### Logic cells by family

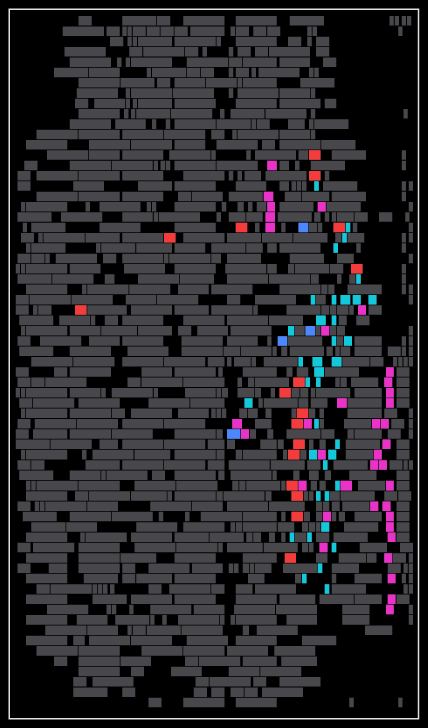
### The metal 3 layer

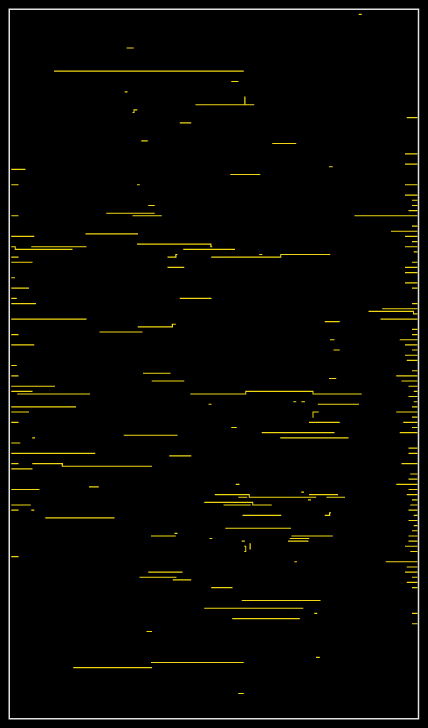
### Routing congestion

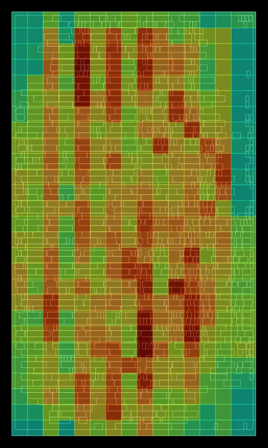
### src/rtl/light_sweep_scheduler.sv
// light_sweep_scheduler
// Buffers row-sweep commands in a small FIFO and sequences a datapath:
// each command reads rows start_row..end_row, the matching writes follow
// LATENCY-1 cycles later, and after the final command a full-frame
// intensity-sum read sweep runs before DONE.
// Optional build macro LIGHT_SWEEP_STATS_EN enables the cmd_count and
// busy_cycles statistics counters; without it both outputs are tied to 0.
module light_sweep_scheduler #(
  parameter int INSTRUCTION_WIDTH = 50,
  parameter int ROWS              = 1000,
  parameter int LATENCY           = 3,
  parameter int FIFO_DEPTH        = 4
) (
  input  logic                         clk,
  input  logic                         reset_n,
  input  logic                         instr_last,
  input  logic                         instr_valid,
  output logic                         instr_ready,
  input  logic [INSTRUCTION_WIDTH-1:0] instr_data,
  output logic                         rd_en,
  output logic [$clog2(ROWS)-1:0]      rd_addr,
  output logic                         wr_en,
  output logic [$clog2(ROWS)-1:0]      wr_addr,
  output logic [1:0]                   cmd_op,
  output logic [11:0]                  cmd_col_start,
  output logic [11:0]                  cmd_col_end,
  output logic                         sum_en,
  output logic                         sum_done,
  output logic                         busy,
  output logic                         cmd_error,
  output logic [15:0]                  cmd_count,
  output logic [31:0]                  busy_cycles
);

  localparam int ROW_W = $clog2(ROWS);
  localparam int PTR_W = $clog2(FIFO_DEPTH);
  localparam int PIPE  = LATENCY - 1;
  localparam logic [ROW_W-1:0] LAST_ROW = ROW_W'(ROWS - 1);

  typedef enum logic [2:0] {
    S_IDLE, S_LOAD, S_SWEEP, S_DRAIN, S_SUM, S_SUM_DRAIN, S_DONE
  } state_t;

  state_t state_q, state_d;

  logic [INSTRUCTION_WIDTH-1:0] fifo_mem [FIFO_DEPTH];
  logic [PTR_W-1:0] wr_ptr_q, rd_ptr_q;
  logic [PTR_W:0]   fifo_cnt_q;
  logic             fifo_full, fifo_empty;
  logic             last_seen_q, ready_en_q;
  logic             push, pop;

  logic [INSTRUCTION_WIDTH-1:0] head;
  logic [11:0]      head_start, head_end;
  logic             head_bad;

  logic [ROW_W-1:0] row_q, end_q;
  logic [2:0]       drain_q;

  logic             vld_p  [PIPE];
  logic [ROW_W-1:0] addr_p [PIPE];

  assign fifo_full   = (fifo_cnt_q == (PTR_W+1)'(FIFO_DEPTH));
  assign fifo_empty  = (fifo_cnt_q == '0);
  // Ready depends only on registered state; it stays low until the first edge after reset.
  assign instr_ready = ready_en_q && !fifo_full && !last_seen_q;
  assign push        = instr_valid && instr_ready;
  assign pop         = (state_q == S_LOAD);

  assign head       = fifo_mem[rd_ptr_q];
  assign head_start = head[47:36];
  assign head_end   = head[23:12];
  assign head_bad   = (head_start > head_end) || (32'(head_end) >= 32'(ROWS));

  // FIFO pointers, occupancy, last-command latch and post-reset ready enable.
  always_ff @(posedge clk or negedge reset_n) begin
    if (!reset_n) begin
      wr_ptr_q    <= '0;
      rd_ptr_q    <= '0;
      fifo_cnt_q  <= '0;
      last_seen_q <= 1'b0;
      ready_en_q  <= 1'b0;
    end else begin
      ready_en_q <= 1'b1;
      if (push) wr_ptr_q <= wr_ptr_q + PTR_W'(1);
      if (pop)  rd_ptr_q <= rd_ptr_q + PTR_W'(1);
      fifo_cnt_q <= fifo_cnt_q + (PTR_W+1)'(push) - (PTR_W+1)'(pop);
      if (push && instr_last) last_seen_q <= 1'b1;
    end
  end

  // FIFO storage carries data only, so it needs no reset.
  always_ff @(posedge clk) begin
    if (push) fifo_mem[wr_ptr_q] <= instr_data;
  end

  // State register.
  always_ff @(posedge clk or negedge reset_n) begin
    if (!reset_n) state_q <= S_IDLE;
    else          state_q <= state_d;
  end

  // Next-state and strobe decode.
  always_comb begin
    state_d  = state_q;
    rd_en    = 1'b0;
    sum_en   = 1'b0;
    sum_done = 1'b0;
    case (state_q)
      S_IDLE: begin
        if (!fifo_empty)      state_d = S_LOAD;
        else if (last_seen_q) state_d = S_SUM;
      end
      S_LOAD: state_d = head_bad ? S_IDLE : S_SWEEP;
      S_SWEEP: begin
        rd_en = 1'b1;
        if (row_q == end_q) state_d = S_DRAIN;
      end
      S_DRAIN: begin
        if (drain_q == 3'(LATENCY - 2)) begin
          if (!fifo_empty)      state_d = S_LOAD;
          else if (last_seen_q) state_d = S_SUM;
          else                  state_d = S_IDLE;
        end
      end
      S_SUM: begin
        rd_en  = 1'b1;
        sum_en = 1'b1;
        if (row_q == LAST_ROW) state_d = S_SUM_DRAIN;
      end
      S_SUM_DRAIN: begin
        if (drain_q == 3'(LATENCY - 1)) state_d = S_DONE;
      end
      S_DONE:  sum_done = 1'b1;
      default: state_d = S_IDLE;
    endcase
  end

  assign busy    = (state_q != S_IDLE) && (state_q != S_DONE);
  assign rd_addr = rd_en ? row_q : '0;

  // Command latch, row/drain counters and sticky drop flag.
  always_ff @(posedge clk or negedge reset_n) begin
    if (!reset_n) begin
      row_q         <= '0;
      end_q         <= '0;
      drain_q       <= '0;
      cmd_op        <= '0;
      cmd_col_start <= '0;
      cmd_col_end   <= '0;
      cmd_error     <= 1'b0;
    end else begin
      case (state_q)
        S_LOAD: begin
          row_q         <= head_start[ROW_W-1:0];
          end_q         <= head_end[ROW_W-1:0];
          cmd_op        <= head[49:48];
          cmd_col_start <= head[35:24];
          cmd_col_end   <= head[11:0];
          if (head_bad) cmd_error <= 1'b1;
        end
        S_SWEEP, S_SUM:        row_q   <= row_q + ROW_W'(1);
        S_DRAIN, S_SUM_DRAIN:  drain_q <= drain_q + 3'd1;
        default: ;
      endcase
      if (state_d != state_q) begin
        drain_q <= '0;
        if (state_d == S_SUM) row_q <= '0;
      end
    end
  end

  // ---- write pipeline: valid stages (control, reset) ----
  always_ff @(posedge clk or negedge reset_n) begin
    if (!reset_n) begin
      for (int i = 0; i < PIPE; i++) vld_p[i] <= 1'b0;
    end else begin
      vld_p[0] <= (state_q == S_SWEEP);
      for (int i = 1; i < PIPE; i++) vld_p[i] <= vld_p[i-1];
    end
  end

  // ---- write pipeline: address stages (data, no reset) ----
  always_ff @(posedge clk) begin
    addr_p[0] <= row_q;
    for (int i = 1; i < PIPE; i++) addr_p[i] <= addr_p[i-1];
  end

  assign wr_en   = vld_p[PIPE-1];
  assign wr_addr = wr_en ? addr_p[PIPE-1] : '0;

`ifdef LIGHT_SWEEP_STATS_EN
  logic [15:0] cmd_count_q;
  logic [31:0] busy_cycles_q;

  // Accepted-command counter (saturating) and busy-cycle counter (wrapping).
  always_ff @(posedge clk or negedge reset_n) begin
    if (!reset_n) begin
      cmd_count_q   <= '0;
      busy_cycles_q <= '0;
    end else begin
      if (push && (cmd_count_q != 16'hFFFF)) cmd_count_q <= cmd_count_q + 16'd1;
      if (busy) busy_cycles_q <= busy_cycles_q + 32'd1;
    end
  end

  assign cmd_count   = cmd_count_q;
  assign busy_cycles = busy_cycles_q;
`else
  assign cmd_count   = '0;
  assign busy_cycles = '0;
`endif

endmodule

### config.mk
export PLATFORM = sky130hd
export DESIGN_NAME = light_sweep_scheduler
export DESIGN_NICKNAME = d
export VERILOG_FILES = /design/src/rtl/light_sweep_scheduler.sv
export SDC_FILE = /design/constraint.sdc
export NUM_CORES = 1
export LEC_CHECK = 0
export CORE_ASPECT_RATIO = 1.75
export CORE_UTILIZATION = 59
export DETAILED_ROUTE_END_ITERATION = 8
export HOLD_SLACK_MARGIN = 0.06
export PLACE_DENSITY = 0.85
export SLEW_MARGIN = 20
export SYNTH_ARGS = -nofsm -noshare
export SYNTH_HDL_FRONTEND = slang
export SYNTH_SLANG_ARGS = --single-unit
### constraint.sdc
create_clock -name clk -period 10.12 [get_ports clk]
set_clock_uncertainty 0.2 [all_clocks]
set_input_delay 1.518 -clock clk [delete_from_list [all_inputs] [get_ports clk]]
set_output_delay 1.518 -clock clk [all_outputs]
set_load 0.02 [all_outputs]
==> results_tabular.tex <==
% Synthesis and place-and-route results
\begin{tabular}{lr}
\hline
Metric & Value \\
\hline
\multicolumn{2}{l}{\textbf{Final layout}} \\
\quad Filler cell count & 1282 \\
\quad Fraction of layout cells with a size suffix above 1 & 11.05\% \\
\quad Number of sequential cells & 284 \\
\quad Syn-to-layout area delta & 16.09\% \\
\quad Flop share of the area & 60.17\% \\
\quad Sequential cell area in the final layout & 8013 um\^{}2 \\
\quad Final design area excluding fillers & 13320 um\^{}2 \\
\quad Count of non-CTS inverters in the layout & 23 \\
\quad Biggest Area Class & flip-flops and latches \\
\quad Layout Nets & 919 \\
\quad Clock buffer and inverter area fraction after layout & 5.553\% \\
\quad Total of clock buffers placed in the layout & 32 \\
\quad Combinational cell area excluding buffers and inverters & 3065 um\^{}2 \\
\quad Multi-Input Combinational & 396 \\
\quad NonClk Buf Share & 8.344\% \\
\quad Number of antenna repair diodes & 0 \\
\quad Non-clock buffer instance count of the final layout & 113 \\
\quad Final standard cell utilization of the core & 69.67\% \\
\multicolumn{2}{l}{\textbf{Clocking}} \\
\quad Number of CTS-inserted buffers & 24 \\
\quad Clock buffer depth & 3 \\
\quad Post-cts resize count & 0 \\
\quad Latest clock arrival within the worst-skew pair & 510 ps \\
\quad H-tree Lvls & 1 \\
\quad Clk root buf & sky130\_fd\_sc\_hd\_\_clkbuf\_16 \\
\quad Clock slew seen by the registers of the worst setup and hold paths & 70 ps \\
\quad CTS tree & done \\
\quad Setup fix buffers added after clock tree synthesis & 0 \\
\quad Clock tree sinks & 284 \\
\quad Cts hold-fix bufs & 0 \\
\multicolumn{2}{l}{\textbf{GRT}} \\
\quad Most Used Layer, Global Route & met2 \\
\quad Met1 track utilization from global routing & 26.33\% \\
\quad Total overflow reported by the global router & 0 \\
\quad Via count of the first global-routing pass & 6647 \\
\quad Maximum number of pins on one net before global-route repair & 65 \\
\quad First-pass GRT wire length & 34260 um \\
\quad Met3 global-route usage & 3.144\% \\
\quad Number of antenna violations at the first check in global routing & 0 \\
\multicolumn{2}{l}{\textbf{Worst setup path}} \\
\quad Classification of the worst setup path & reg -> out \\
\quad Worst path cell trace & nor3b\_1 -> nor2\_1 -> clkinv\_1 -> and2\_1 -> clkdlybuf4s50\_1 \\
\quad Setup slack of the most critical reg-to-reg path & 6270 ps \\
\quad Crit path max-delay cell type & sky130\_fd\_sc\_hd\_\_dfrtp\_1 \\
\quad Highest fanout seen on the critical path & 19 \\
\quad FF-to-FF End & cmd\_error\$\_DFFE\_PN0P\_ \\
\quad Startpoint of the worst register-to-register path & rd\_ptr\_q[0]\$\_DFFE\_PN0N\_ \\
\quad Worst Setup EP & rd\_addr[3] \\
\quad Crit-path max cell delay & 610 ps \\
\quad Worst EP required & 8400 ps \\
\quad CP Depth & 5 \\
\quad Startpoint of the most critical setup path & state\_q[0]\$\_DFF\_PN0\_ \\
\quad CP arrival & 3200 ps \\
\quad Sort of element at the start of the critical path & flip-flop \\
\quad Element type at the critical path end & output port \\
\quad Bufs and invs on worst path & 2 \\
\multicolumn{2}{l}{\textbf{Routing}} \\
\quad Met3 WL & 1095 um \\
\quad Average wire length per cell after detail routing & 19.44 um \\
\quad Highest routed metal layer & met4 \\
\quad Pre-antenna DRT Iters & 5 \\
\quad Wire length on met2 & 11860 um \\
\quad Antenna-violating nets left & 0 \\
\quad Vias per cell & 5.689 \\
\quad Total wire length after detailed routing & 21400 um \\
\quad Vias after detailed routing & 6264 \\
\quad Starting DRC count in detailed routing & 368 \\
\quad Routed length on met1 & 7770 um \\
\quad DR DRC count & 0 \\
\multicolumn{2}{l}{\textbf{Power and ir drop}} \\
\quad Share of power burned in registers & 44.4\% \\
\quad Portion of total power attributed to the clock network & 23.2\% \\
\quad Combinational cell fraction of total power & 32.4\% \\
\quad Switching share of power & 33.18\% \\
\quad Flip-flop and latch power & 0.00164 W \\
\quad Switching power & 0.001228 W \\
\quad Dominant power group & sequential cells \\
\quad Maximum ir drop on the vdd rail & 252.0 uV \\
\quad Internal power & 0.002473 W \\
\quad Total clock network power & 0.000861 W \\
\quad Leak Pwr & 4.977 nW \\
\quad Pwr dens & 278.0 nW/um\^{}2 \\
\quad Post-route total power & 0.003701 W \\
\quad Comb. pwr & 0.00120 W \\
\multicolumn{2}{l}{\textbf{Logic synthesis}} \\
\quad Unique cell type count in the Yosys netlist & 47 \\
\quad Post-synth regs & 284 \\
\quad Cell type with the largest total area after synthesis & sky130\_fd\_sc\_hd\_\_edfxtp\_1 \\
\quad Sequential-to-total area share from yosys stat & 69.81\% \\
\quad Top cell type's share of synthesized area & 52.36\% \\
\quad Async set-reset flop share out of synthesis & 22.54\% \\
\quad Commonest cells in the netlist & sky130\_fd\_sc\_hd\_\_edfxtp\_1, sky130\_fd\_sc\_hd\_\_nand2\_1, sky130\_fd\_sc\_hd\_\_dfrtp\_1, sky130\_fd\_sc\_hd\_\_buf\_4, sky130\_fd\_sc\_hd\_\_mux4\_2 \\
\quad Cell count in the Yosys report & 730 \\
\quad Main area contributors & sky130\_fd\_sc\_hd\_\_edfxtp\_1, sky130\_fd\_sc\_hd\_\_dfrtp\_1, sky130\_fd\_sc\_hd\_\_mux4\_2, sky130\_fd\_sc\_hd\_\_nand2\_1, sky130\_fd\_sc\_hd\_\_dfxtp\_1 \\
\quad Cells after synthesis & 730 \\
\quad Area of the synthesized netlist per yosys stat & 11470 um\^{}2 \\
\quad Warnings from Yosys & 0 \\
\quad Mean Syn Cell Area & 15.71 um\^{}2 \\
\quad Cell area after synthesis & 11470 um\^{}2 \\
\quad Synth Flop Type & sky130\_fd\_sc\_hd\_\_edfxtp\_1 \\
\quad Most used standard cell by instance count after synthesis & sky130\_fd\_sc\_hd\_\_edfxtp\_1 \\
\quad Count of library flops with an enable pin & 200 \\
\multicolumn{2}{l}{\textbf{Die}} \\
\quad CORE AREA & 19110 um\^{}2 \\
\quad Init Core Util & 60.02\% \\
\quad Placement Rows & 67 \\
\quad Tap Count & 241 \\
\quad IO Pins & 155 \\
\quad Floorplan die width & 107.4 um \\
\quad Chip height & 186.5 um \\
\multicolumn{2}{l}{\textbf{Placement}} \\
\quad Post-detailed-placement half-perimeter wirelength & 13210 um \\
\quad Number of buffers inserted by port buffering & 106 \\
\quad Placed insts & 1057 \\
\quad Total cell area at the placement stage & 12580 um\^{}2 \\
\multicolumn{2}{l}{\textbf{STA}} \\
\quad Normalized max-slew margin & 32.50\% \\
\quad Final sum of negative setup slack & 0 ps \\
\quad Final critical-path required period & 4914 ps \\
\quad Final count of pins violating max slew & 0 \\
\quad Setup violators final & 0 \\
\quad Post-route clock period utilization & 48.56\% \\
\quad Max Clock Freq & 203.5 MHz \\
\quad Final hold viol count & 0 \\
\quad Worst Slack Setup Final & 5206 ps \\
\quad Worst hold slack & 126.0 ps \\
\multicolumn{2}{l}{\textbf{Status}} \\
\quad Outcome & completed \\
\multicolumn{2}{l}{\textbf{Hold path}} \\
\quad Kind of path behind the tightest hold check & reg -> reg \\
\quad Hold path startpoint & addr\_p[0][4]\$\_DFF\_P\_ \\
\quad Hold depth & 0 \\
\multicolumn{2}{l}{\textbf{Flow run}} \\
\quad Maximum capacitance violations & 0 \\
\quad Stage-log warning count & 31 \\
\hline
\end{tabular}
Notes on 'Logic cells by family' above:
color	family	cells
blue	AND-OR and OR-AND gates	4
magenta	AND and OR gates	37
red	XOR/XNOR gates	17
cyan	NOR gates	37
most frequent logic cell in the layout: sky130_fd_sc_hd__edfxtp_1
fraction of standard cell area in multi-input logic: 23.02%
final instance count without filler cells: 1101

Notes on 'The metal 3 layer' above:
share of all routed wire	5.1%
wire length on this layer	1100 um
longest straight run	49.7 um
nets with wire on the layer	141

Notes on 'Routing congestion' above:
met2 capacity usage during global routing: 41.86%
Total Routing Usage GR: 22.74%

## sequential cells by signal, indices dropped and copies added, names as in the netlist, 10 cells and up
signal,count
cmd_col_start,12
fifo_mem,200
addr_p,20
row_q,10
end_q,10
cmd_col_end,12
## cells by family (layout without fill, tap and decap cells)
| group | Yosys count | count (layout) | share of synthesized area [%] |
|---|---|---|---|
| and+or+nand+nor | 198 | 198 | 7.941 |
| muxes | 50 | 50 | 10.11 |
| DFF | 284 | 284 | 69.81 |
| adders and majority gates | 23 | 23 | 2.574 |
| other | 2 | 49 | 0.06547 |
| buffers and inverters | 97 | 180 | 5.072 |
| AOI/OAI and AO/OA | 59 | 59 | 3.131 |
| xor gates and xnor gates | 17 | 17 | 1.298 |
No activity file was given, so power comes from the tool's default toggle rates.
